===== src/rtl/butterfly_pkg.sv =====
// Shared types and constants for the ButterFly instruction-fetch stage.
// Contents: reset/NOP constants, the fetch FSM state type, and the queue entry payload.
package butterfly_pkg;

    localparam logic [31:0] RESET_PC_DEFAULT = 32'h0000_0000;
    localparam logic [31:0] NOP_INSTR        = 32'h0000_0013;

    typedef enum logic {
        BOOT = 1'b0,
        RUN  = 1'b1
    } fetch_state_e;

    typedef struct packed {
        logic [31:0] pc;
        logic [31:0] instr;
        logic        misalign;
    } fetch_entry_t;

endpackage


===== src/rtl/butterfly_fetch_fifo.sv =====
// In-order instruction queue for the fetch stage.
// Ports:
//   i_clk, i_rst   clock and synchronous active-high reset
//   i_flush        drop all entries (takes priority over push/pop)
//   i_push/i_data  enqueue one fetch_entry_t
//   i_pop          dequeue the head entry
//   o_head         head entry (valid when !o_empty)
//   o_count        occupancy; o_full / o_empty status
module butterfly_fetch_fifo
    import butterfly_pkg::*;
#(
    parameter  int unsigned FIFO_DEPTH = 2,
    localparam int unsigned AW         = (FIFO_DEPTH > 1) ? $clog2(FIFO_DEPTH) : 1,
    localparam int unsigned CW         = AW + 1
) (
    input  logic          i_clk,
    input  logic          i_rst,
    input  logic          i_flush,
    input  logic          i_push,
    input  fetch_entry_t  i_data,
    input  logic          i_pop,
    output fetch_entry_t  o_head,
    output logic [CW-1:0] o_count,
    output logic          o_full,
    output logic          o_empty
);

    fetch_entry_t  r_mem [FIFO_DEPTH];
    logic [AW-1:0] r_wr_ptr;
    logic [AW-1:0] r_rd_ptr;
    logic [CW-1:0] r_count;

    // Pointers wrap naturally because the depth is a power of two.
    always_ff @(posedge i_clk) begin
        if (i_rst || i_flush) begin
            r_wr_ptr <= '0;
            r_rd_ptr <= '0;
            r_count  <= '0;
        end else begin
            if (i_push) begin
                r_mem[r_wr_ptr] <= i_data;
                r_wr_ptr        <= r_wr_ptr + AW'(1);
            end
            if (i_pop) begin
                r_rd_ptr <= r_rd_ptr + AW'(1);
            end
            r_count <= r_count + CW'(i_push) - CW'(i_pop);
        end
    end

    assign o_head  = r_mem[r_rd_ptr];
    assign o_count = r_count;
    assign o_full  = (r_count == CW'(FIFO_DEPTH));
    assign o_empty = (r_count == '0);

endmodule


===== src/rtl/butterfly_fetch_unit.sv =====
// ButterFly RV32IM instruction-fetch stage: owns the fetch PC, issues word
// requests to instruction memory, queues responses in order and hands them
// to decode over valid/ready. A branch redirect flushes the queue and drops
// every response still in flight.
// Ports:
//   clk_i, rst_i                      clock, synchronous active-high reset
//   redirect_valid_i, redirect_pc_i   taken branch/jump and its target
//   imem_req_o, imem_addr_o           request valid and word address
//   imem_gnt_i                        request accepted
//   imem_rvalid_i, imem_rdata_i       in-order response
//   if_valid_o, if_ready_i            decode handshake
//   if_pc_o, if_instr_o, if_misalign_o  presented instruction
// Build option: BUTTERFLY_FETCH_ALIGN_CHECK_EN turns a misaligned redirect
// into a single flagged NOP followed by idling; without it the target's low
// two bits are ignored and if_misalign_o is constant 0.
module butterfly_fetch_unit
    import butterfly_pkg::*;
#(
    parameter logic [31:0] RESET_PC   = RESET_PC_DEFAULT,
    parameter int unsigned FIFO_DEPTH = 2
) (
    input  logic        clk_i,
    input  logic        rst_i,
    input  logic        redirect_valid_i,
    input  logic [31:0] redirect_pc_i,
    output logic        imem_req_o,
    output logic [31:0] imem_addr_o,
    input  logic        imem_gnt_i,
    input  logic        imem_rvalid_i,
    input  logic [31:0] imem_rdata_i,
    output logic        if_valid_o,
    input  logic        if_ready_i,
    output logic [31:0] if_pc_o,
    output logic [31:0] if_instr_o,
    output logic        if_misalign_o
);

    localparam int unsigned CW = $clog2(FIFO_DEPTH) + 1;
    localparam int unsigned SW = CW + 1;

    fetch_state_e  r_state;
    fetch_state_e  w_state_next;
    logic [31:0]   r_pc;
    logic [31:0]   r_rsp_pc;
    logic [CW-1:0] r_outstanding;
    logic [CW-1:0] r_drop_cnt;
    logic [CW-1:0] w_pending;
    logic          w_req;
    logic          w_accept;
    logic          w_rsp_drop;
    logic          w_rsp_ok;
    logic          w_have;
    logic          w_pop;
    logic          w_bypass;
    logic          w_push_rsp;
    logic          w_push_mis;
    logic          w_fifo_push;
    logic          w_fifo_pop;
    logic          w_fifo_full;
    logic          w_fifo_empty;
    logic [CW-1:0] w_fifo_count;
    logic [31:0]   w_redirect_pc;
    logic          w_halt;
    logic          w_mis_pend;
    fetch_entry_t  w_rsp_entry;
    fetch_entry_t  w_mis_entry;
    fetch_entry_t  w_push_entry;
    fetch_entry_t  w_fifo_head;
    fetch_entry_t  w_head;

    // FSM state register.
    always_ff @(posedge clk_i) begin
        if (rst_i) begin
            r_state <= BOOT;
        end else begin
            r_state <= w_state_next;
        end
    end

    // Next state and request issue; in-flight plus queued never exceeds the queue depth.
    always_comb begin
        w_state_next = r_state;
        w_req        = 1'b0;
        case (r_state)
            BOOT: w_state_next = RUN;
            RUN: w_req = !rst_i && !redirect_valid_i && !w_halt && !w_mis_pend &&
                         ((SW'(w_fifo_count) + SW'(r_outstanding)) < SW'(FIFO_DEPTH));
            default: w_state_next = BOOT;
        endcase
    end

    assign imem_req_o  = w_req;
    assign imem_addr_o = r_pc;
    assign w_accept    = w_req && imem_gnt_i;

    // Responses still owed by memory after this cycle; all of them become stale on redirect/reset.
    assign w_pending  = r_outstanding + CW'(w_accept) - CW'(imem_rvalid_i);
    assign w_rsp_drop = imem_rvalid_i && (r_drop_cnt != '0);
    assign w_rsp_ok   = imem_rvalid_i && !w_rsp_drop && !redirect_valid_i && !rst_i;

    assign w_rsp_entry = fetch_entry_t'({r_rsp_pc, imem_rdata_i, 1'b0});
    assign w_mis_entry = fetch_entry_t'({r_pc, NOP_INSTR, 1'b1});

    // An empty queue forwards the arriving response straight to decode.
    assign w_head     = w_fifo_empty ? w_rsp_entry : w_fifo_head;
    assign w_have     = !w_fifo_empty || w_rsp_ok;
    assign if_valid_o = w_have && !redirect_valid_i;
    assign w_pop      = if_valid_o && if_ready_i;
    assign w_bypass   = w_fifo_empty && w_rsp_ok && w_pop;
    assign w_fifo_pop = w_pop && !w_fifo_empty;

    assign w_push_rsp   = w_rsp_ok && !w_bypass;
    assign w_push_mis   = w_mis_pend && !redirect_valid_i;
    assign w_push_entry = w_push_mis ? w_mis_entry : w_rsp_entry;
    assign w_fifo_push  = (w_push_rsp || w_push_mis) && (!w_fifo_full || w_fifo_pop);

    assign if_pc_o    = w_have ? w_head.pc : 32'h0;
    assign if_instr_o = w_have ? w_head.instr : 32'h0;

    // Fetch/response pointers and the outstanding/drop bookkeeping.
    always_ff @(posedge clk_i) begin
        if (rst_i) begin
            r_pc          <= RESET_PC;
            r_rsp_pc      <= RESET_PC;
            r_outstanding <= w_pending;
            r_drop_cnt    <= w_pending;
        end else begin
            r_outstanding <= w_pending;
            if (redirect_valid_i) begin
                r_pc       <= w_redirect_pc;
                r_rsp_pc   <= w_redirect_pc;
                r_drop_cnt <= w_pending;
            end else begin
                if (w_accept) begin
                    r_pc <= r_pc + 32'd4;
                end
                if (w_rsp_ok) begin
                    r_rsp_pc <= r_rsp_pc + 32'd4;
                end
                if (w_rsp_drop) begin
                    r_drop_cnt <= r_drop_cnt - CW'(1);
                end
            end
        end
    end

`ifdef BUTTERFLY_FETCH_ALIGN_CHECK_EN
    logic r_halt;
    logic r_mis_pend;

    // A misaligned target queues one flagged NOP next cycle, then fetch idles until the next redirect.
    always_ff @(posedge clk_i) begin
        if (rst_i) begin
            r_halt     <= 1'b0;
            r_mis_pend <= 1'b0;
        end else if (redirect_valid_i) begin
            r_halt     <= (redirect_pc_i[1:0] != 2'b00);
            r_mis_pend <= (redirect_pc_i[1:0] != 2'b00);
        end else begin
            r_mis_pend <= 1'b0;
        end
    end

    assign w_redirect_pc = redirect_pc_i;
    assign w_halt        = r_halt;
    assign w_mis_pend    = r_mis_pend;
    assign if_misalign_o = w_have && w_head.misalign;
`else
    logic [2:0] w_unused_bits;

    assign w_redirect_pc = {redirect_pc_i[31:2], 2'b00};
    assign w_halt        = 1'b0;
    assign w_mis_pend    = 1'b0;
    assign if_misalign_o = 1'b0;
    assign w_unused_bits = {redirect_pc_i[1:0], w_head.misalign};
`endif

    butterfly_fetch_fifo #(
        .FIFO_DEPTH (FIFO_DEPTH)
    ) u_fifo (
        .i_clk   (clk_i),
        .i_rst   (rst_i),
        .i_flush (redirect_valid_i),
        .i_push  (w_fifo_push),
        .i_data  (w_push_entry),
        .i_pop   (w_fifo_pop),
        .o_head  (w_fifo_head),
        .o_count (w_fifo_count),
        .o_full  (w_fifo_full),
        .o_empty (w_fifo_empty)
    );

endmodule


===== config.mk =====
export PLATFORM = sky130hd
export DESIGN_NAME = butterfly_fetch_unit
export DESIGN_NICKNAME = d
export VERILOG_FILES = /design/src/rtl/butterfly_pkg.sv /design/src/rtl/butterfly_fetch_fifo.sv /design/src/rtl/butterfly_fetch_unit.sv
export SDC_FILE = /design/constraint.sdc
export NUM_CORES = 1
export LEC_CHECK = 0
export CAP_MARGIN = 20
export CORE_MARGIN = 2
export CORE_UTILIZATION = 56
export DETAILED_ROUTE_END_ITERATION = 10
export PLACE_DENSITY = 0.85
export SLEW_MARGIN = 20
export SYNTH_ARGS = -nofsm -noshare
export SYNTH_HDL_FRONTEND = slang
export SYNTH_SLANG_ARGS = --single-unit
export TNS_END_PERCENT = 1

===== constraint.sdc =====
create_clock -name clk_i -period 14.5 [get_ports clk_i]
set_clock_uncertainty 0.05 [all_clocks]
set_input_delay 2.175 -clock clk_i [delete_from_list [all_inputs] [get_ports clk_i]]
set_output_delay 2.175 -clock clk_i [all_outputs]
set_load 0.01 [all_outputs]

### Port wiring, run 1

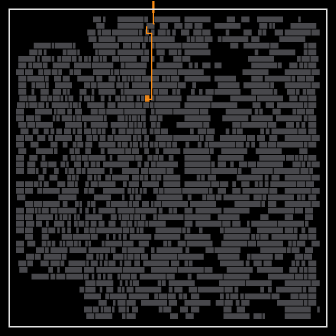
`if_valid_o` -> orange  # direction output, edge top, end cells 1, buffers 1, wire 40.8 µm
number of primary I/O pins: 169
port buffer count: 161

### Signal wires on met3, run 1

The bar under the picture is 50 µm long.
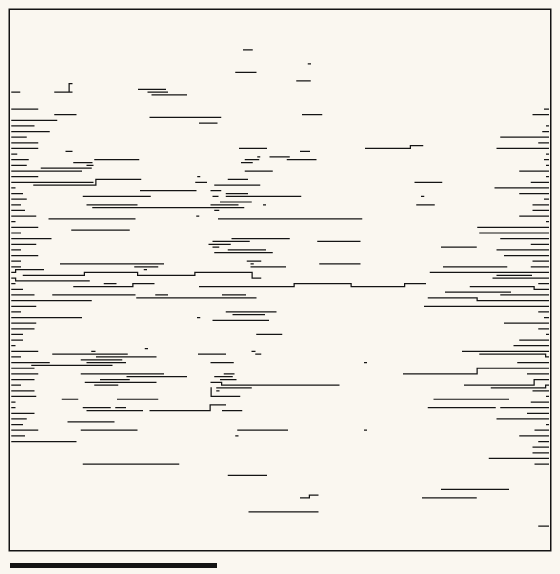
longest straight run = 36.3 µm
main direction = horizontal
nets with wire on the layer = 196
wire length on this layer = 2070 µm
share of all routed wire = 9.6%
GR Util met3: 5.45%
total via count in the routed design: 7004
total wirelength of the detailed-routed design: 21.6 mm

### Gate-type map, run 1

The bar under the picture is 50 µm long.
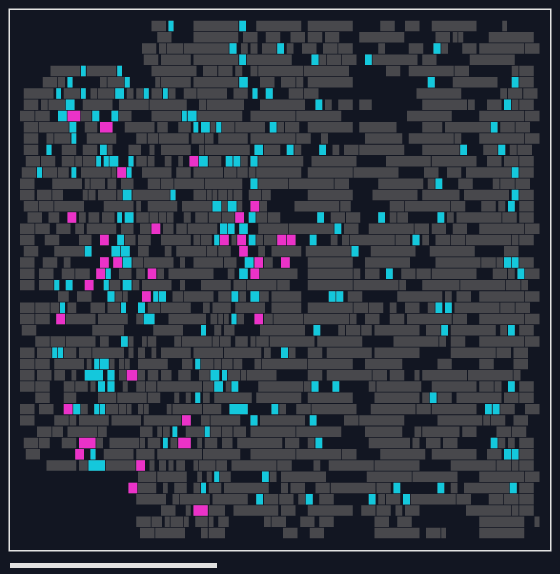
and/or cells -> magenta  # cells 34
nand cells -> cyan  # cells 161, where all over the die
logic share of the area: 31.3%
non-filler instance count after layout: 1176
most frequent standard cell in the layout excluding fill and tap cells: clkdlybuf4s50_1

-- run 1: critical path: stages --
cell and delay (ps):
clkdlybuf4s50_1 390, buf_4 270, nor2_1 510, nand2_1 340
a21oi_1 300, clkdlybuf4s50_1 590
-- run 1: registers in the layout, indices dropped and copies added (netlist names), named ones only --
register	count
u_fifo.r_mem	124
u_fifo.r_wr_ptr	1
r_state	1
r_outstanding	2
r_drop_cnt	2
u_fifo.o_count	2
u_fifo.r_rd_ptr	1
imem_addr_o	30
r_rsp_pc	30
-- run 1: layout make-up --
class | count | area (µm²) | area share (%)
Clock buffer | 19 | 443 | 3.90
Clock inverter | 13 | 184 | 1.62
Inverter | 15 | 56.3 | 0.495
Multi-Input combinational cell | 549 | 3560 | 31.3
Sequential cell | 194 | 5150 | 45.3
Tap cell | 216 | 270 | 2.38
Timing Repair Buffer | 170 | 1700 | 15.0
-- run 1: worst paths after layout --
check                                       start               to  cells after the start
worst max-delay path             redirect_valid_i       if_valid_o                      6
worst min register to register    u_fifo.r_rd_ptr  u_fifo.r_rd_ptr                      2
worst min-delay path              u_fifo.r_rd_ptr  u_fifo.r_rd_ptr                      2
worst max register to register  u_fifo.o_count[0]    r_drop_cnt[1]                     12
-- run 1: Yosys cell counts, drive strengths merged (5+ instances only) --
master,instances,area share (%)
and2,7,0.49
xnor2,15,1.5
buf,8,0.57
dfxtp,68,15
mux2,7,0.88
xor2,27,2.6
o21ai,81,4.5
nor3,6,0.34
a21oi,31,1.7
a31oi,5,0.35
ha,6,0.84
nor2,43,1.8
nor4,10,1.2
clkbuf,46,1.9
nand4,26,2.0
a21boi,12,1.0
o21a,11,0.92
o22ai,7,0.49
nand2,46,1.9
nand3,87,4.9
and3,18,1.3
a211oi,6,0.50
edfxtp,126,42
inv,14,0.59
mux2i,63,7.1
-- run 1: where the power goes --
| part | total [mW] | internal (mW) | switching [mW] |
|---|---|---|---|
| clock network | 0.495 | 0.293 | 0.201 |
| registers | 0.641 | 0.615 | 0.0257 |
| logic | 0.164 | 0.0790 | 0.0847 |
| total | 1.30 | 0.988 | 0.312 |
-- run 1: metal layers --
| metal | up-vias | share of wire (%) | wire length [µm] | GRT usage (%) |
|---|---|---|---|---|
| met3 | 41 | 9.6 | 2070 | 5.45 |
| met5 | - | 0 | 0 | 0 |
| li1 | 3289 | - | - | - |
| met2 | 364 | 46 | 9940 | 41.2 |
| met4 | 0 | 2.1 | 461 | 8.73 |
| met1 | 3310 | 42 | 9110 | 34.6 |
-- run 1: cell families (layout without fill, tap and decap cells) --
| family | count (synthesis) | in the layout | share of synthesized area, % |
|---|---|---|---|
| compound gates | 168 | 168 | 11.0 |
| xor+xnor | 42 | 42 | 4.12 |
| fa+ha+maj | 7 | 7 | 1.06 |
| buf+inv | 69 | 217 | 3.14 |
| flops | 194 | 194 | 57.6 |
| mux | 70 | 70 | 7.94 |
| other cells | 1 | 5 | 0.0420 |
| simple gates | 257 | 257 | 15.2 |
==> notes.org, run 1 <==
* Implementation run

** Setup path
- Setup CP Type :: in -> out
- Endpoint kind of the worst setup timing path :: primary output
- R2R setup slack :: 11050 ps
- Worst path required time :: 12270 ps
- STA puts the critical path data arrival time at 4600 ps.
- Setup crit start kind :: primary input

** Cells and area
- Relative to the synthesized area, the layout overhead comes to 27.2%.
- Fraction of final layout cells with drive strength greater than 1 :: 5.83%
- Most used cells in the layout excluding fill and tap cells :: clkdlybuf4s50_1, edfxtp_1, nand3_1
- Filler cell count in the final layout :: 1107
- Nets :: 1024
- The number of antenna diodes in the final layout is 0.
- After routing the design area is 0.0114 mm².

** Placement
- Per the placement report, the placed cell count is 1143.
- Global placement routability congestion :: 0.913
- Post-Place Worst Slack :: 7750 ps
- The wire-length estimate of the detail-placed layout is 13.8 mm.
- Total placed instance area :: 0.0107 mm²

** Global route
- Maximum number of pins on one net before global-route repair :: 126
- First-pass GRT wire length :: 33.7 mm
- The global route stage reports its total congestion overflow as 0.
- Antenna violations before repair :: 0
- The via count of the first global-routing pass came to 6765.

** Route
- Number of remaining DRC errors :: 0
- Routed vias/inst :: 5.96
- Post-route antenna net violation count :: 0
- Violation count after the first detailed-route iteration :: 620
- Routed wire per std cell :: 18.3 µm

** CTS
- Per the TritonCTS log, the buffer count is 17.
- Cts hold-fix bufs :: 0
- TritonCTS Sinks :: 194
- CTS tree :: built
- Clock transition at the register clock pins on the worst setup and hold paths after CTS :: 70 ps
- Clock tree synthesis selected as its root buffer the cell clkbuf_16.
- # resized after CTS :: 0
- The clock tree synthesis step divided the H-tree into 4 levels.
- Per the repair_timing log after CTS, setup buffers inserted total 0.
- Clock Tree Buf Depth :: 2
- Insertion delay to the later sink of the worst-skew pair :: 420 ps

** Synthesis
- For this run, the number of Yosys warnings is 0.
- Top FF cell, synth :: edfxtp_1
- Register share after synthesis :: 57.6%
- Gate Count Post-Synth :: 808
- Area figure in the yosys stat output :: 0.00893 mm²
- Synth unique cells :: 53
- In the Yosys report the total cell count is 808.
- A synthesized cell averages 11.1 µm².
- Of all flip-flops after synthesis, the portion carrying an async set or reset was 0%.
- Post-synth EDFFs :: 126
- Once synthesis finished, the tally of register bits stood at 194.
- The synthesized netlist occupies a cell area of 0.00893 mm².

** Floorplan
- Initial standard-cell utilization of the core :: 56.9%
- Die height :: 130 µm
- Number of placement rows :: 46
- Per the OpenROAD floorplan log, the width of the die is 130 µm.
- According to the floorplan report, the total die area is 0.0170 mm².
- In this run the standard cell core region covers 0.0157 mm².

** Power
- Final total power :: 1.30 mW
- Cell Pwr Density :: 114 mW/mm²
- Looking at the VDD voltage map, the peak drop is 0.0985 mV.
- Leakage Power :: 3.64 nW

** Job
- Max-cap violation count :: 0
- Number of warning messages in the logs :: 30

** Timing
- Period utilization :: 47.1%
- Final hold violations :: 0
- Worst hold margin :: 456 ps
- For this run, the top clock speed supported by timing is 0.146 GHz.
- Per the final report, max-transition violations number 0.
- Setup repair after global routing missed its margin :: false
- Number of failing setup endpoints in the final timing report :: 0
- For the final routed database, the setup TNS stands at 0 ps.
- Worst relative slew slack :: 27.6%
- In the post-route analysis, the smallest setup slack over all paths is 7670 ps.
- Looking at the max-slew report, the worst-margin pin has a slew of 1090 ps.
- Min cycle time layout :: 6830 ps

** Status
- The run finished with clean final reports.

** Worst hold path
- Type of the most critical hold path :: reg -> reg
### Cell outlines without signal wires, run 1

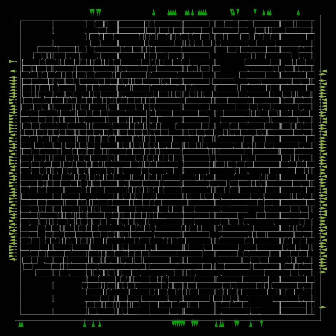

--- run 2 (diff from run 1) ---
Settings changed: CORE_UTILIZATION 56 to 47, PLACE_DENSITY 0.85 to 0.76.
Clock period 14.5 ns to 5.8 ns, I/O delays scaled along.
### Cell outlines without signal wires, run 2

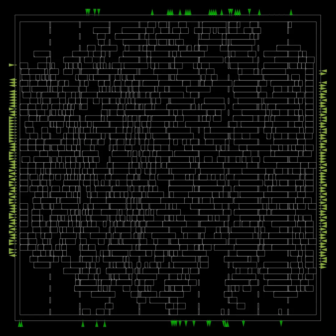
sequential cell count: 194
number of well-tap cells placed: 234
filler cell count in the final layout: 1546
placeable core area: 0.0187 mm²
number of placement rows: 50

==> notes.org, run 2 <==
* Implementation run

** Synthesis
- Synth unique cells :: 53
- Gate Count Post-Synth :: 808
- Ys flops :: 194
- Biggest area consumer among synthesized cells :: edfxtp_1
- Most instantiated library cell after synthesis :: edfxtp_1
- Most common library cells after synthesis :: edfxtp_1, nand3_1, o21ai_0, dfxtp_1, mux2i_1
- Fraction of synthesis flops using an asynchronous set or reset pin :: 0%
- For reference, the top cells by area after synthesis are edfxtp_1, dfxtp_1, mux2i_1.
- For reference, the post-synthesis area per instance comes to 11.1 µm².
- YS warnings :: 0
- Of the synthesized area, sequential elements account for 57.6%.
- Summed over its instances, the top area cell type makes up 42.3% of the synthesized netlist area.
- Netlist Area Pre-Place :: 0.00893 mm²
- Among all flip-flop cells after synthesis, the most frequent one is edfxtp_1.
- For this design, Yosys synthesis ends with a cell count of 808.
- Yosys mapped a number of flops with a built-in enable equal to 126.
- Area figure in the yosys stat output :: 0.00893 mm²

** Setup path
- End point of the critical path :: if_valid_o
- The worst setup path is captured at a primary output.
- For the worst reg-to-reg path, the startpoint reported by OpenROAD is u_fifo.o_count[0].
- STA classifies the critical path startpoint as a primary input.
- R2R cell count :: 12
- At the worst endpoint, the arrival time is 3600 ps.
- Biggest fanout along the worst timing path :: 18
- R2R setup slack :: 2330 ps
- Worst path required time :: 4880 ps
- Worst reg2reg path endpoint :: r_drop_cnt[1]
- The critical path is of the in -> out type.
- The most critical setup path has its startpoint at rst_i.

** Timing
- Setup repair after global routing missed its margin :: false
- Final hold violations :: 0
- Achievable frequency :: 0.221 GHz
- In the final timing run, aggregate negative setup slack is 0 ps.
- For reference, the final report shows the max-slew violation count at 0.
- The transition time recorded at the tightest slew-check pin is 1120 ps.
- The smallest clock period supported by the final layout is computed as 4520 ps.
- PnR worst setup slack :: 1280 ps
- Number of failing setup endpoints in the final timing report :: 0
- After layout, the worst path uses 77.9% of the clock period.
- Worst relative slew slack :: 25.3%

** Global route
- The number of antenna violations at the first check in global routing is 0.
- The via count of the first global-routing pass is 6486.
- Maximum number of pins on one net before global-route repair :: 126
- Global routing finished with a remaining overflow of 0.
- Total Routing Usage GR :: 21.3%
- First-pass GRT wire length :: 33.5 mm

** Route
- In this run the remaining antenna-violating nets after routing total 0.
- Number of remaining DRC errors :: 0
- Summed over all layers, the routed wires come to 21.5 mm.
- Total via count in the routed design :: 6795
- 1st-pass router iterations :: 5
- For this block, the initial DRC count from the detailed router was 446.
- The script logs the mean routed wire length per placed instance as 18.0 µm.
- For this run, the detailed router reports a per-instance via density of 5.69.

** Floorplan
- The horizontal die dimension reported for this design is 142 µm.
- Die height :: 142 µm
- The floorplan report gives the top-level pin count as 169.
- Once the floorplan was initialized, standard cells occupied 47.8% of the core.
- The overall die size recorded for this design is 0.0201 mm².

** Status
- The run finished with clean final reports.

** CTS
- # resized after CTS :: 0
- TritonCTS Sinks :: 194
- After clock tree synthesis, the flow added hold-fix buffers numbering 0.
- The tree is rooted in a clkbuf_16.
- Insertion delay to the later sink of the worst-skew pair :: 430 ps
- The longest clock path from root to sink contains 2 buffers.
- Buffers inserted by post-CTS timing repair :: 0
- Clock transition at the register clock pins on the worst setup and hold paths after CTS :: 70 ps
- Clock buffer count from CTS :: 17
- TritonCTS built the clock tree.
- Per the CTS log, the maximum H-tree level is 4.

** Worst hold path
- The most critical min-delay path falls under reg -> reg.

** Placement
- DP HPWL :: 14.4 mm
- Global placement routability congestion :: 0.896
- Post-Place Worst Slack :: 1250 ps
- Port buffer count :: 161

** Job
- In this run the tools logged warnings totalling 30.
- Max-cap violation count :: 0

** Power
- Cell Pwr Density :: 281 mW/mm²
- The analysis attributes to cell leakage a power of 3.63 nW.
- The worst VDD IR drop from the latest analysis is 0.199 mV.

** Cells and area
- The top cell type in the final layout, fill and taps aside, is clkdlybuf4s50_1.
- Number of diodes :: 0
- Nets :: 1024
- The register with the most flip-flops in the layout has 124 of them.
- Most used cells in the layout excluding fill and tap cells :: clkdlybuf4s50_1, edfxtp_1, nand3_1
- Fraction of final layout cells with drive strength greater than 1 :: 5.73%
- Area Overhead vs Synth :: 27.1%
- Register bank with the most flops :: u_fifo.r_mem
### Port wiring, run 2

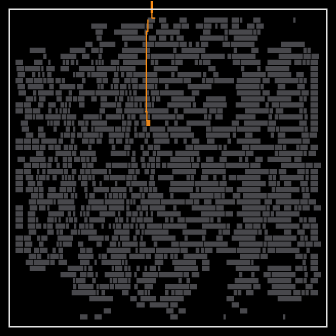
`if_valid_o` -> orange  # direction output, edge top, end cells 1, buffers 1, wire 51.3 µm

run 2: cell counts after synthesis:
Identical to the previous run, type by type.
run 2: worst min-delay path by stage:
| stage | startpoint | endpoint | slack [ps] | depth (start not counted) |
|---|---|---|---|---|
| 5_1_grt | r_rsp_pc[13] | u_fifo.r_mem[1][45] | 490 | 0 |
| 4_1_cts | r_outstanding[0] | r_outstanding[0] | 460 | 1 |
| 2_1_floorplan | r_outstanding[0] | r_outstanding[0] | 420 | 1 |
| 3_3_place_gp | u_fifo.r_rd_ptr | flip-flop | 430 | 2 |
| 6_report | r_outstanding[0] | r_outstanding[0] | 460 | 1 |
| 3_5_place_dp | r_outstanding[0] | r_outstanding[0] | 440 | 1 |
run 2: cell type report:
cell class / instances / area [µm²]
clock buffers: 20 / 447
clock inverters: 12 / 158
fillers: 1546 / 7350
inverters: 15 / 56.3
multi-input cells: 549 / 3560
flip-flops and latches: 194 / 5150
well taps: 234 / 293
repair buffers: 170 / 1700
run 2: metrics by stage:
| step | cell area (µm²) | total power [mW] | util (%) | hold WS, ps | std cells |
|---|---|---|---|---|---|
| 2_1_floorplan | 8950 | 1.83 | - | 419 | 812 |
| 3_3_place_gp | 10800 | 2.03 | 57.5 | 430 | 1162 |
| 3_5_place_dp | 10800 | 2.04 | 57.5 | 443 | 1162 |
| 4_1_cts | 11400 | 3.22 | 60.7 | 460 | 1194 |
| 5_1_grt | 11400 | 3.32 | 60.7 | 491 | 1194 |
| 6_report | 11400 | 3.20 | 60.7 | 459 | 1194 |
run 2: power breakdown:
part / internal [mW] / switching, mW
Sequential: 1.54 / 0.0652
Combinational: 0.199 / 0.210
Clock: 0.691 / 0.494
Total: 2.43 / 0.769
run 2: critical path: stages:
cell and delay [ps]:
clkdlybuf4s50_1 830, nor2_1 650, nand2_1 330, a21oi_1 320, clkdlybuf4s50_1 590
run 2: cell families (layout without fill, tap and decap cells):
logic type                 after synthesis  count (layout)  share of synthesized area, %
and+or+nand+nor                        257             257                          15.2
DFF                                    194             194                          57.6
AOI/OAI and AO/OA                      168             168                          11.0
muxes                                   70              70                          7.94
buffers and inverters                   69             217                          3.14
xor gates and xnor gates                42              42                          4.12
adders and majority gates                7               7                          1.06
other                                    1               5                        0.0420
run 2: layer usage:
layer | GRT usage, % | routed length [µm]
met5 | 0 | 0
met4 | 8.11 | 516
met3 | 3.81 | 1470
met2 | 32.7 | 9490
met1 | 30.4 | 10000
Power figures rest on the tool's default switching activity, not on a simulated workload.
